clock_map.png
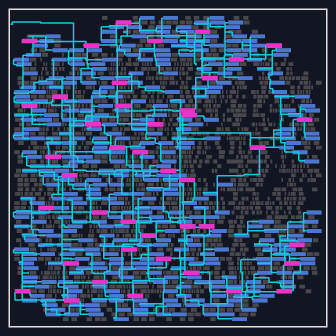
metal_stack.png
Bar = 50 um. Only two layers are drawn.
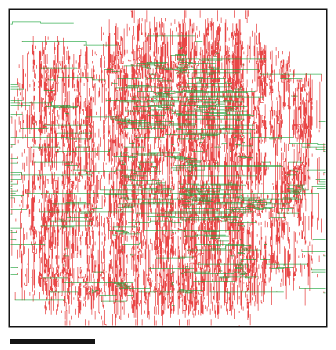
final_clocks.png
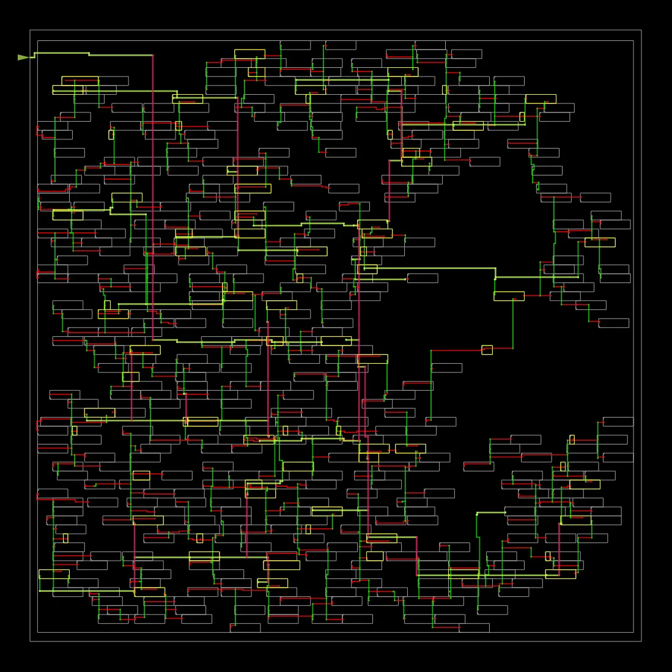
cell_classes.png
Fill, decap, tap and diode cells in grey.
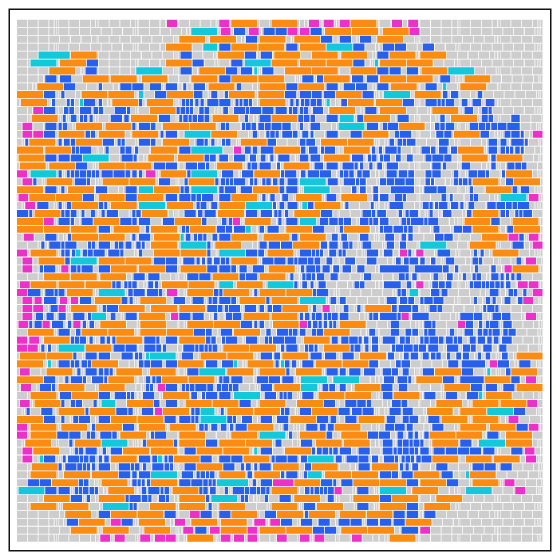
**config.mk**
```make
export PLATFORM = sky130hd
export DESIGN_NAME = mfda_assay_sequencer
export DESIGN_NICKNAME = d
export VERILOG_FILES = /design/src/rtl/mfda_seq_pkg.sv /design/src/rtl/mfda_phase_timer.sv /design/src/rtl/mfda_assay_sequencer.sv
export SDC_FILE = /design/constraint.sdc
export NUM_CORES = 1
export LEC_CHECK = 0
export CAP_MARGIN = 20
export CORE_MARGIN = 2
export CORE_UTILIZATION = 61
export CTS_CLUSTER_DIAMETER = 150
export DETAILED_ROUTE_END_ITERATION = 6
export PLACE_DENSITY = 0.8
export SLEW_MARGIN = 20
export SYNTH_ARGS = -nofsm -noshare
export SYNTH_HDL_FRONTEND = slang
export SYNTH_SLANG_ARGS = --single-unit
```
**constraint.sdc**
```tcl
create_clock -name clk -period 15.67 [get_ports clk]
set_input_delay 3.134 -clock clk [delete_from_list [all_inputs] [get_ports clk]]
set_output_delay 3.134 -clock clk [all_outputs]
set_load 0.01 [all_outputs]
```
**src/rtl/mfda_seq_pkg.sv**
```systemverilog
// Shared types for the assay sequencer: FSM states, stage-table entry layout,
// and the rule that picks the first non-empty phase of a stage.
package mfda_seq_pkg;
    localparam int NUM_VALVES = 16;
    localparam int TIME_W     = 16;

    localparam int DWELL_LSB = 0;
    localparam int FILL_LSB  = TIME_W;
    localparam int MASK_LSB  = 2 * TIME_W;
    localparam int HEAT_BIT  = MASK_LSB + NUM_VALVES;
    localparam int MIX_BIT   = HEAT_BIT + 1;
    localparam int WDET_BIT  = MIX_BIT + 1;
    localparam int CFG_W     = WDET_BIT + 1;

    typedef enum logic [2:0] {
        IDLE, FILL, DWELL, WAIT_DET, NEXT, ERROR
    } state_e;

    typedef struct packed {
        logic                  wait_det;
        logic                  mix;
        logic                  heat;
        logic [NUM_VALVES-1:0] valve_mask;
        logic [TIME_W-1:0]     fill_t;
        logic [TIME_W-1:0]     dwell_t;
    } stage_cfg_t;

    // Phase to enter after leaving 'cur'; zero-length phases are skipped so an
    // all-zero stage falls straight through to NEXT.
    function automatic state_e phase_after(input stage_cfg_t c, input state_e cur);
        if (cur != FILL && cur != DWELL && c.fill_t != '0) return FILL;
        if (cur != DWELL && c.dwell_t != '0)               return DWELL;
        if (c.wait_det)                                    return WAIT_DET;
        return NEXT;
    endfunction
endpackage

```
**src/rtl/mfda_phase_timer.sv**
```systemverilog
// Loadable saturating down-counter; expire_o is high while the count is zero.
module mfda_phase_timer #(
    parameter int W = 16
) (
    input  logic         clk,
    input  logic         rst,
    input  logic         load_i,
    input  logic [W-1:0] load_val_i,
    output logic         expire_o
);
    logic [W-1:0] cnt_q, cnt_d;

    always_comb begin
        cnt_d = cnt_q;
        if (load_i)             cnt_d = load_val_i;
        else if (cnt_q != '0)   cnt_d = cnt_q - W'(1);
    end

    always_ff @(posedge clk or posedge rst) begin
        if (rst) cnt_q <= '0;
        else     cnt_q <= cnt_d;
    end

    assign expire_o = (cnt_q == '0);
endmodule

```
**src/rtl/mfda_assay_sequencer.sv**
```systemverilog
// Steps a microfluidic assay through its stage table, driving valve/pump/
// heater/mixer enables per stage with optional detector handshake.
module mfda_assay_sequencer
    import mfda_seq_pkg::*;
#(
    parameter int NUM_STAGES = 7,
    parameter int DET_TMO    = 1024,
    localparam int SA        = (NUM_STAGES > 1) ? $clog2(NUM_STAGES) : 1
) (
    input  logic                  clk,
    input  logic                  rst,
    input  logic                  cfg_we,
    input  logic [SA-1:0]         cfg_addr,
    input  logic [CFG_W-1:0]      cfg_data,
    input  logic                  start,
    input  logic                  abort,
    input  logic                  det_valid,
    output logic [NUM_VALVES-1:0] valve_en,
    output logic                  pump_en,
    output logic                  heat_en,
    output logic                  mix_en,
    output logic [SA-1:0]         stage_idx,
    output logic                  busy,
    output logic                  done,
    output logic                  err
);
    localparam logic [SA-1:0] LAST = SA'(NUM_STAGES - 1);

    state_e          state_q, state_d;
    logic [SA-1:0]   stage_q, stage_d;
    stage_cfg_t      tbl_q [NUM_STAGES];
    stage_cfg_t      cfg_d;

    logic                  done_q, done_d, err_q, err_d, busy_q, busy_d;
    logic [NUM_VALVES-1:0] valve_q, valve_d;
    logic                  pump_q, pump_d, heat_q, heat_d, mix_q, mix_d;

    logic              tmr_ld, tmr_exp;
    logic [TIME_W-1:0] tmr_val;

    mfda_phase_timer #(.W(TIME_W)) u_tmr (
        .clk        (clk),
        .rst        (rst),
        .load_i     (tmr_ld),
        .load_val_i (tmr_val),
        .expire_o   (tmr_exp)
    );

    always_comb begin
        state_d = state_q;
        stage_d = stage_q;
        done_d  = 1'b0;
        err_d   = err_q;
        unique case (state_q)
            IDLE, ERROR: if (start) begin
                stage_d = '0;
                state_d = phase_after(tbl_q[0], IDLE);
                err_d   = 1'b0;
            end
            FILL:  if (tmr_exp) state_d = phase_after(tbl_q[stage_q], FILL);
            DWELL: if (tmr_exp) state_d = phase_after(tbl_q[stage_q], DWELL);
            WAIT_DET: begin
                if (det_valid) state_d = NEXT;
                else if (tmr_exp) begin
                    state_d = ERROR;
                    err_d   = 1'b1;
                end
            end
            NEXT: begin
                if (stage_q == LAST) begin
                    state_d = IDLE;
                    stage_d = '0;
                    done_d  = 1'b1;
                end else begin
                    stage_d = stage_q + SA'(1);
                    state_d = phase_after(tbl_q[stage_d], NEXT);
                end
            end
            default: state_d = IDLE;
        endcase
        if (abort) begin
            state_d = IDLE;
            stage_d = '0;
            done_d  = 1'b0;
            err_d   = err_q;
        end
    end

    // Outputs are registered from the next state so they line up with state_q.
    always_comb begin
        cfg_d   = tbl_q[stage_d];
        tmr_ld  = (state_d != state_q);
        tmr_val = '0;
        unique case (state_d)
            FILL:     tmr_val = cfg_d.fill_t - TIME_W'(1);
            DWELL:    tmr_val = cfg_d.dwell_t - TIME_W'(1);
            WAIT_DET: tmr_val = TIME_W'(DET_TMO - 1);
            default:  tmr_val = '0;
        endcase
        busy_d  = !(state_d inside {IDLE, ERROR});
        valve_d = (state_d == FILL) ? cfg_d.valve_mask : '0;
        pump_d  = (state_d == FILL);
        heat_d  = (state_d == DWELL) && cfg_d.heat;
        mix_d   = (state_d == DWELL) && cfg_d.mix;
    end

    always_ff @(posedge clk or posedge rst) begin
        if (rst) begin
            state_q <= IDLE;
            stage_q <= '0;
            done_q  <= 1'b0;
            err_q   <= 1'b0;
            busy_q  <= 1'b0;
            valve_q <= '0;
            pump_q  <= 1'b0;
            heat_q  <= 1'b0;
            mix_q   <= 1'b0;
        end else begin
            state_q <= state_d;
            stage_q <= stage_d;
            done_q  <= done_d;
            err_q   <= err_d;
            busy_q  <= busy_d;
            valve_q <= valve_d;
            pump_q  <= pump_d;
            heat_q  <= heat_d;
            mix_q   <= mix_d;
        end
    end

    // Table is frozen while a run is in progress.
    always_ff @(posedge clk or posedge rst) begin
        if (rst) begin
            for (int i = 0; i < NUM_STAGES; i++) tbl_q[i] <= '0;
        end else if (cfg_we && !busy_q && (32'(cfg_addr) < NUM_STAGES)) begin
            tbl_q[cfg_addr] <= cfg_data;
        end
    end

    assign valve_en  = valve_q;
    assign pump_en   = pump_q;
    assign heat_en   = heat_q;
    assign mix_en    = mix_q;
    assign stage_idx = stage_q;
    assign busy      = busy_q;
    assign done      = done_q;
    assign err       = err_q;
endmodule

```
==> impl_metrics.ini <==
; generated from flow reports
[job]
warning_count = 32

[hold_path]
hold_depth = 1

[power_and_ir_drop]
ir_worst_vdd_v = 0.000124

[place]
place_ws_ns = 6.88
dpl-instance-area_um2 = 21200
dp_hpwl_um = 35600
place_congestion = 0.954

[critical_path]
start_kind = input pin
critPathMaxStageDelay_ns = 0.84
worstPathArrival_ns = 8.80
worstPathMaxFanout = 79
reg2reg_from = stage_idx[1]

[layout]
synthToLayoutAreaGrowth_pct = 12.8
final_area_um2 = 22700
finalNonFillerCells = 2367
fin_nets = 1957

[global_route]
grt_pass1_wl_um = 88100
antenna_found_initial = 0

[clock_tree]
htree_levels = 2
cts_buffers = 42
cts.clk_slew.worst_paths_ns = 0.06

[sta]
slew_headroom = 0.275
hold_slack_ns = 0.505
period_needed_ns = 8.35
fmax_ghz = 0.120
finalWorstSetupSlack_ns = 7.32
rsz0062_at_grt = no

[floorplanning]
ios = 85
initial_core_util = 0.619

[logic_synthesis]
ys_area_um2 = 20100
edf_count = 0
synth_seq_share = 0.499
synth.distinct_cells = 83
ys_cells = 1859
yosys_most_used_dff = dfrtp_1

[routing]
detail-route-antenna-nets = 0
drc = 0
drt_wl_total_um = 56300

[status]
status = finished, final reports clean
-- clock_map.png (at the start) --
cells driving clock nets: drawn in magenta, count 42. clock wires: drawn in cyan, length 4630 um. flip-flops: drawn in blue, count 401.
There are 43 routed clock nets. Position of the flops: all over the die.
clock network power: 1.00 mW
Clk pwr share: 0.290
Latency at later pin: 0.55 ns
Layout Skew: 0.0282 ns

-- metal_stack.png (at the start) --
met3: drawn in green, wire length 5140 um. met2: drawn in red, wire length 25.9 mm.
WL per Instance: 23.8 um
Vias: 15700
GR Util All Layers: 0.334

-- final_clocks.png (at the start) --
Seq Cell Count: 401
clkbuf count: 66
clock sinks: 401

-- cell_classes.png (at the start) --
other buffers and delay cells: drawn in magenta, cells 108. all other logic: drawn in blue, cells 1339. flops: drawn in orange, cells 401. clock drivers and dummy loads: drawn in cyan, cells 77.
area of the core: 32500 um2
post-layout util: 0.698
Site Rows: 66

-- cell families after synthesis --
| family | after synthesis | synth area share |
|---|---|---|
| flip-flops | 401 | 0.499 |
| buffers and inverters | 138 | 0.0281 |
| XOR/XNOR | 28 | 0.0122 |
| AND/OR/NAND/NOR | 634 | 0.149 |
| multiplexers | 407 | 0.228 |
| AND-OR/OR-AND | 246 | 0.0805 |
| adder cells (fa/ha/maj) | 5 | 0.00311 |
-- synth_stat cells, drive strengths merged (3+ instances only) --
master | number | share of area
buf | 51 | 0.012
a311oi | 6 | 0.0026
a211oi | 7 | 0.0026
and3 | 16 | 0.0050
nor2b | 6 | 0.0019
o2bb2ai | 3 | 0.0013
and2 | 7 | 0.0022
nand2b | 8 | 0.0025
o221ai | 6 | 0.0029
o32ai | 3 | 0.0017
nand2 | 283 | 0.053
a21o | 6 | 0.0022
mux2 | 369 | 0.21
ha | 5 | 0.0031
o22ai | 6 | 0.0019
nand3b | 4 | 0.0015
nor4 | 52 | 0.016
xor2 | 7 | 0.0031
nand3 | 103 | 0.026
dfrtp | 401 | 0.50
a32oi | 7 | 0.0031
a2111oi | 8 | 0.0045
xnor2 | 21 | 0.0092
or3 | 8 | 0.0027
clkbuf | 68 | 0.013
o211ai | 7 | 0.0026
a221oi | 8 | 0.0035
o21a | 3 | 0.0011
mux2i | 36 | 0.019
o21ai | 35 | 0.0087
nor3 | 30 | 0.0080
a22oi | 3 | 0.0011
clkinv | 3 | 0.00056
nand4 | 12 | 0.0044
a21oi | 85 | 0.021
or3b | 3 | 0.0013
nor2 | 78 | 0.015
o41ai | 3 | 0.0013
inv | 16 | 0.0030
a31oi | 30 | 0.0093
or4 | 3 | 0.0011
nor4b | 4 | 0.0017
nor3b | 10 | 0.0040
-- worst max-delay path: cells and delay by family --
family	cells	cell delay, ns
adder cells (fa/ha/maj)	1	0.23
AND/OR/NAND/NOR	7	1.89
buffers and inverters	3	1.92
multiplexers	4	1.15
AND-OR/OR-AND	3	0.37
-- layer usage --
layer / global-route usage / part of all wire / vias to the layer above
li1: - / - / 6796
met1: 0.450 / 0.41 / 7972
met2: 0.523 / 0.46 / 795
met3: 0.0710 / 0.091 / 156
met4: 0.147 / 0.044 / 0
met5: 0 / 0 / -
-- state kept, by name (all words and copies together), names as in the netlist --
signal and flops:
mix_en 1, heat_en 1, tbl_q 357, state_q 3
err 1, stage_idx 3, valve_en 16, done 1
busy 1, u_tmr.cnt_q 16, pump_en 1
-- power breakdown --
part | switching [mW] | internal (mW)
sequential | 0.286 | 1.36
clock | 0.409 | 0.596
combinational | 0.378 | 0.429
total | 1.07 | 2.39
-- layout make-up --
type | instances | area, um2
repair buffers | 108 | 1040
clock buffers | 66 | 1240
flip-flops and latches | 401 | 10000
fillers | 2332 | 9800
multi-input cells | 1320 | 9550
clock inverters | 11 | 156
inverters | 19 | 87.6
well taps | 442 | 553
-- how the worst max path moves through the flow --
stage,to,start,slack (ns)
global placement,u_tmr.cnt_q[14],start,7.03
CTS,u_tmr.cnt_q[14],start,7.43
detailed placement,u_tmr.cnt_q[14],start,6.88
finish,u_tmr.cnt_q[14],start,7.32
floorplan,busy,rst,1.38
global route,u_tmr.cnt_q[14],start,7.02
Power is estimated from default activity; no workload was simulated.
